## config.mk

```make
export PLATFORM = sky130hd
export DESIGN_NAME = restoring_divider
export DESIGN_NICKNAME = d
export VERILOG_FILES = /design/src/rtl/alu_pkg.sv /design/src/rtl/div_step.sv /design/src/rtl/restoring_divider.sv
export SDC_FILE = /design/constraint.sdc
export NUM_CORES = 1
export LEC_CHECK = 0
export ABC_AREA = 1
export CORE_ASPECT_RATIO = 1.25
export CORE_MARGIN = 5
export CORE_UTILIZATION = 55
export CTS_CLUSTER_SIZE = 30
export DETAILED_ROUTE_END_ITERATION = 16
export PLACE_DENSITY_LB_ADDON = 0.25
export SYNTH_ARGS = -nofsm -noshare
export SYNTH_HDL_FRONTEND = slang
export SYNTH_HIERARCHICAL = 1
export SYNTH_SLANG_ARGS = --single-unit
export TNS_END_PERCENT = 50
```

## constraint.sdc

```tcl
create_clock -name clk -period 5.62 [get_ports clk]
set_input_delay 1.124 -clock clk [delete_from_list [all_inputs] [get_ports clk]]
set_output_delay 1.124 -clock clk [all_outputs]
set_load 0.02 [all_outputs]
```

## src/rtl/alu_pkg.sv

```systemverilog
// alu_pkg: definitions shared by the ALU datapath blocks (adder, divider).
//   state_t   - divider FSM states
//   ALU_WIDTH - default operand width used across the ALU
//   clog2     - ceiling log2, usable in constant expressions for sizing
package alu_pkg;

    localparam int ALU_WIDTH = 8;

    typedef enum logic {
        IDLE = 1'b0,
        RUN  = 1'b1
    } state_t;

    // Smallest r such that 2**r >= value.
    function automatic int clog2(input int value);
        int r;
        r = 0;
        while ((1 << r) < value) begin
            r = r + 1;
        end
        return r;
    endfunction

endpackage

```

## src/rtl/div_step.sv

```systemverilog
// div_step: one combinational restoring-division iteration.
//   p     [WIDTH:0]   partial remainder in
//   q     [WIDTH-1:0] dividend/quotient shift register in
//   d     [WIDTH-1:0] divisor
//   p_nxt [WIDTH:0]   partial remainder out
//   q_nxt [WIDTH-1:0] shift register out, new quotient bit in the LSB
module div_step
    import alu_pkg::*;
#(
    parameter int WIDTH = ALU_WIDTH
) (
    input  logic [WIDTH:0]   p,
    input  logic [WIDTH-1:0] q,
    input  logic [WIDTH-1:0] d,
    output logic [WIDTH:0]   p_nxt,
    output logic [WIDTH-1:0] q_nxt
);

    logic [WIDTH:0] p_shift;
    logic [WIDTH:0] trial;
    logic           borrow;
    // P stays below D between iterations, so its top bit is always zero and
    // only the low WIDTH bits take part in the shift.
    logic           p_msb_unused;

    assign p_msb_unused = p[WIDTH];
    assign p_shift      = {p[WIDTH-1:0], q[WIDTH-1]};
    assign trial        = p_shift - {1'b0, d};
    assign borrow       = trial[WIDTH];

    // On borrow the subtraction is discarded (restored) and the quotient bit is 0.
    assign p_nxt = borrow ? p_shift : trial;
    assign q_nxt = {q[WIDTH-2:0], ~borrow};

endmodule

```

## src/rtl/restoring_divider.sv

```systemverilog
// restoring_divider: multi-cycle unsigned divider, one quotient bit per clock.
//   clk, rst          clock; asynchronous active-high reset
//   start             request, sampled only while idle
//   A, B              dividend, divisor (latched on accepted start)
//   quotient          result of last completed operation
//   remainder         remainder of last completed operation
//   dbz               last completed operation had B == 0
//   busy              iteration in progress
//   done              one-cycle pulse when the result registers update
// A zero divisor completes straight from IDLE with quotient all-ones and
// remainder = A; otherwise the result arrives WIDTH clocks after the start.
module restoring_divider
    import alu_pkg::*;
#(
    parameter int WIDTH = ALU_WIDTH
) (
    input  logic             clk,
    input  logic             rst,
    input  logic             start,
    input  logic [WIDTH-1:0] A,
    input  logic [WIDTH-1:0] B,
    output logic [WIDTH-1:0] quotient,
    output logic [WIDTH-1:0] remainder,
    output logic             dbz,
    output logic             busy,
    output logic             done
);

    localparam int CNT_W = clog2(WIDTH + 1);
    typedef logic [CNT_W-1:0] cnt_t;
    localparam cnt_t LAST_ITER = cnt_t'(WIDTH - 1);

    state_t           state_q, state_d;
    logic [WIDTH:0]   p_q, p_d;
    logic [WIDTH-1:0] q_q, q_d;
    logic [WIDTH-1:0] d_q, d_d;
    cnt_t             cnt_q, cnt_d;
    logic [WIDTH-1:0] quotient_q, quotient_d;
    logic [WIDTH-1:0] remainder_q, remainder_d;
    logic             dbz_q, dbz_d;
    logic             busy_q, busy_d;
    logic             done_q, done_d;

    logic [WIDTH:0]   p_nxt;
    logic [WIDTH-1:0] q_nxt;

    div_step #(.WIDTH(WIDTH)) u_step (
        .p     (p_q),
        .q     (q_q),
        .d     (d_q),
        .p_nxt (p_nxt),
        .q_nxt (q_nxt)
    );

    always_comb begin
        state_d     = state_q;
        p_d         = p_q;
        q_d         = q_q;
        d_d         = d_q;
        cnt_d       = cnt_q;
        quotient_d  = quotient_q;
        remainder_d = remainder_q;
        dbz_d       = dbz_q;
        busy_d      = busy_q;
        done_d      = 1'b0;

        case (state_q)
            IDLE: begin
                if (start) begin
                    if (B != '0) begin
                        state_d = RUN;
                        busy_d  = 1'b1;
                        q_d     = A;
                        d_d     = B;
                        p_d     = '0;
                        cnt_d   = '0;
                    end else begin
                        // Zero divisor never enters RUN; result is immediate.
                        quotient_d  = '1;
                        remainder_d = A;
                        dbz_d       = 1'b1;
                        done_d      = 1'b1;
                    end
                end
            end
            RUN: begin
                p_d   = p_nxt;
                q_d   = q_nxt;
                cnt_d = cnt_q + cnt_t'(1);
                if (cnt_q == LAST_ITER) begin
                    state_d     = IDLE;
                    busy_d      = 1'b0;
                    quotient_d  = q_nxt;
                    remainder_d = p_nxt[WIDTH-1:0];
                    dbz_d       = 1'b0;
                    done_d      = 1'b1;
                end
            end
        endcase
    end

    always_ff @(posedge clk or posedge rst) begin
        if (rst) begin
            state_q     <= IDLE;
            p_q         <= '0;
            q_q         <= '0;
            d_q         <= '0;
            cnt_q       <= '0;
            quotient_q  <= '0;
            remainder_q <= '0;
            dbz_q       <= 1'b0;
            busy_q      <= 1'b0;
            done_q      <= 1'b0;
        end else begin
            state_q     <= state_d;
            p_q         <= p_d;
            q_q         <= q_d;
            d_q         <= d_d;
            cnt_q       <= cnt_d;
            quotient_q  <= quotient_d;
            remainder_q <= remainder_d;
            dbz_q       <= dbz_d;
            busy_q      <= busy_d;
            done_q      <= done_d;
        end
    end

    assign quotient  = quotient_q;
    assign remainder = remainder_q;
    assign dbz       = dbz_q;
    assign busy      = busy_q;
    assign done      = done_q;

endmodule

```

Run 1, clock network drawn from the DEF:
Bar = 20 microns.
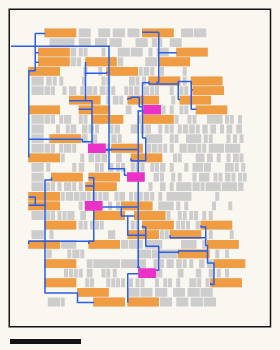
[flip-flops] orange | count: 48
[cells driving clock nets] magenta | count: 5
[clock wires] blue | length: 554 microns
routed clock nets	6
Final Skew: 2.437 ps
Insertion Delay late pin: 290 ps

Run 1, sequential cells grouped by signal name:
Bar = 20 microns.
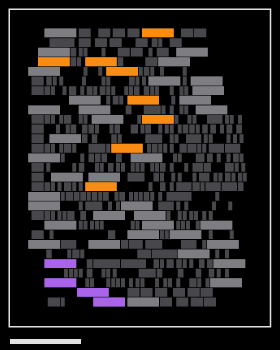
netlist name	colour	flops
remainder	orange	8
cnt_q	purple	4
not coloured	36

==> results.tsv, run 1 <==
metric	value	unit
most numerous logic cell after layout	nand2_1	
RSZ-0062 raised after global routing	false	
status	completed	
slowest stage cell, crit path	dfrtp_1	
Signal buf overhead	11.66	%
Detail Route Antenna Nets	0	
CP bufs+invs	3	
most instantiated logic cells after routing	nand2_1, dfrtp_1, nand3_1, clkdlybuf4s50_1, inv_1	
Hold WC Path Type	reg -> reg	
Post-DP HPWL	4.255	mm
WHS	480.3	ps
Slew Viols, Final	0	
# rows	29	
final tally of hold violations	0	
Tot GR Track Use	20.43	%
fillers	455	
design area	3177	sq um
dpl cell area	3080	sq um
hold buffer count at CTS	0	
most frequent CP cell	nand2_1	
GRT met2 Usage	33.31	%
share of layout cells above drive strength 1	7.494	%
Comb area share	41.16	%
Critical Path Stages	16	
clock network area share	3.033	%
Worst Setup EP	remainder[0]	
met1 GRT Util	27.25	%
Comb area	1308	sq um
Post-CTS Resized	0	
fmax	363.9	MHz
grt total ovfl	0	
GP Congestion	0.8840	
Run 1, clock nets:
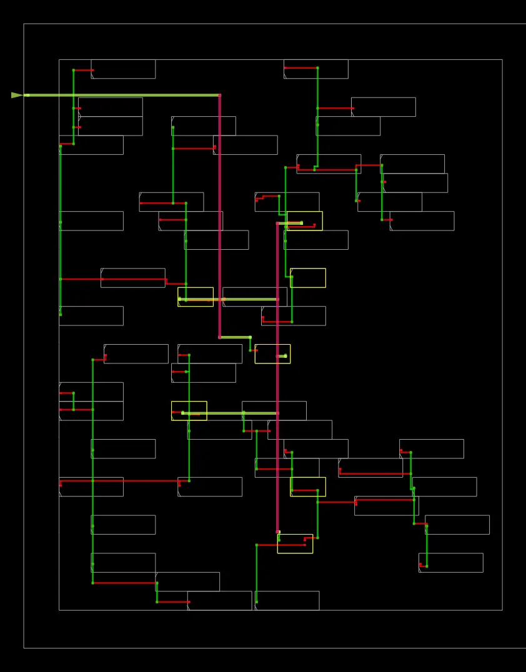
sequential cell count: 48
Clock buffer cells: 7
CTS Sinks: 48
Inserted Clock Buffers: 5

==> run 2, diff against run 1 <==
==> constraint.sdc (replaced) <==
create_clock -name clk -period 2.6 [get_ports clk]
set_input_delay 0.52 -clock clk [delete_from_list [all_inputs] [get_ports clk]]
set_output_delay 0.52 -clock clk [all_outputs]
set_load 0.02 [all_outputs]
==> run 2 against run 1 <==
  * Synthesized cell count is the same
  * Core utilization grew 2.8 points
  * Global-route usage grew 1.0 points
  * Wire length grew 9.3%
  * Maximum frequency grew 7.6%
  * Die area is the same
  * Setup slack lost 2800 ps
  * Largest cell class unchanged
  * Clock-buffer cell count grew 1
  * Register-to-register slack lost 2800 ps
  * Critical path type unchanged
==> results.tsv, run 2 <==
metric	value	unit	change
met1 GRT Util	27.31	%	+0.065 points
Crit. End Element	flop		
sequential cell count	48		unchanged
most instantiated logic cells after routing	nand2_1, dfrtp_1, nand3_1, clkdlybuf4s50_1, inv_1		
# rows	29		unchanged
final tally of hold violations	0		unchanged
grt total ovfl	0		unchanged
Post-DP HPWL	4.572	mm	+7.4%
share of layout cells above drive strength 1	13.82	%	+6.3 points
Signal buf overhead	13.77	%	+2.1 points
Comb area	1365	sq um	+4.4%
Tot GR Track Use	21.45	%	+1.0 points
dpl cell area	3126	sq um	+1.5%
slowest stage cell, crit path	fa_2		
Worst Setup EP	remainder[2]		
Clock buffer cells	8		+1
Insertion Delay late pin	300	ps	about the same
GP Congestion	0.9022		+2.1%
most frequent CP cell	nand2_1		
Critical Path Stages	18		+2
Detail Route Antenna Nets	0		unchanged
CP bufs+invs	4		+1
CTS Sinks	48		unchanged
Inserted Clock Buffers	5		unchanged
status	completed		
Final Skew	5.420	ps	+2.983 ps
slew margin rel.	61.64	%	
hold buffer count at CTS	0		unchanged
cell count of the worst hold path	2		
Slew Viols, Final	0		unchanged
fillers	427		-6.2%
Comb area share	41.15	%	about the same
Hold WC Path Type	reg -> reg		
Post-CTS Resized	1		+1
most numerous logic cell after layout	nand2_1		
WHS	473.5	ps	-6.771 ps
Run 2, sizing map:
Bar = 20 microns.
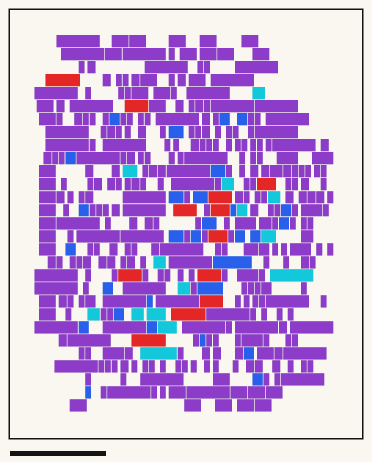
size	colour	cells	share	most used
drive 6 and up	red	12	3.0%	clkbuf_8
drive 1 or less	purple	343	86%	nand2_1
drive 2	blue	29	7.3%	nand2_2
drive 3 to 4	cyan	14	3.5%	buf_4
Non-clock buffers: 47
design area: 3317 sq um
Area Overhead vs Synth: 19.41%
post-route setup slack: 45.14 ps

Run 2, clock network drawn from the DEF:
Bar = 20 microns.
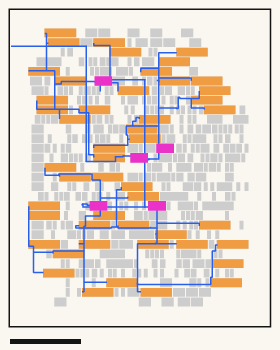
[flip-flops] orange | count: 48
[cells driving clock nets] magenta | count: 5
[clock wires] blue | length: 597 microns
routed clock nets	6
flops lie	spread over the die

Run 2, layout detail:
Window x 40 to 70, y 7 to 37 microns. Cells in grey, sequential cells in the stronger grey; small squares are vias.
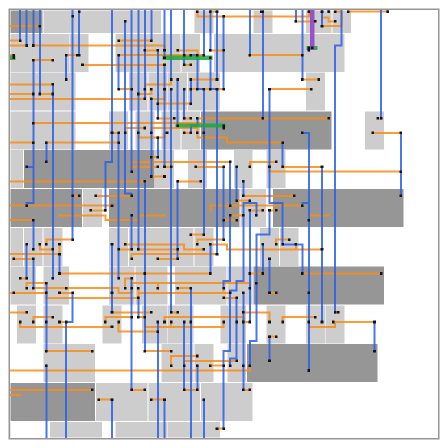
layer	colour
met1	orange
met2	blue
met3	green
met4	purple
most frequent	nand2_1 (18), nand3_1 (9)
netlist names of flops here include	d_q (7), busy (1)
sequential cells in the window	8
cells with their middle in the window	66

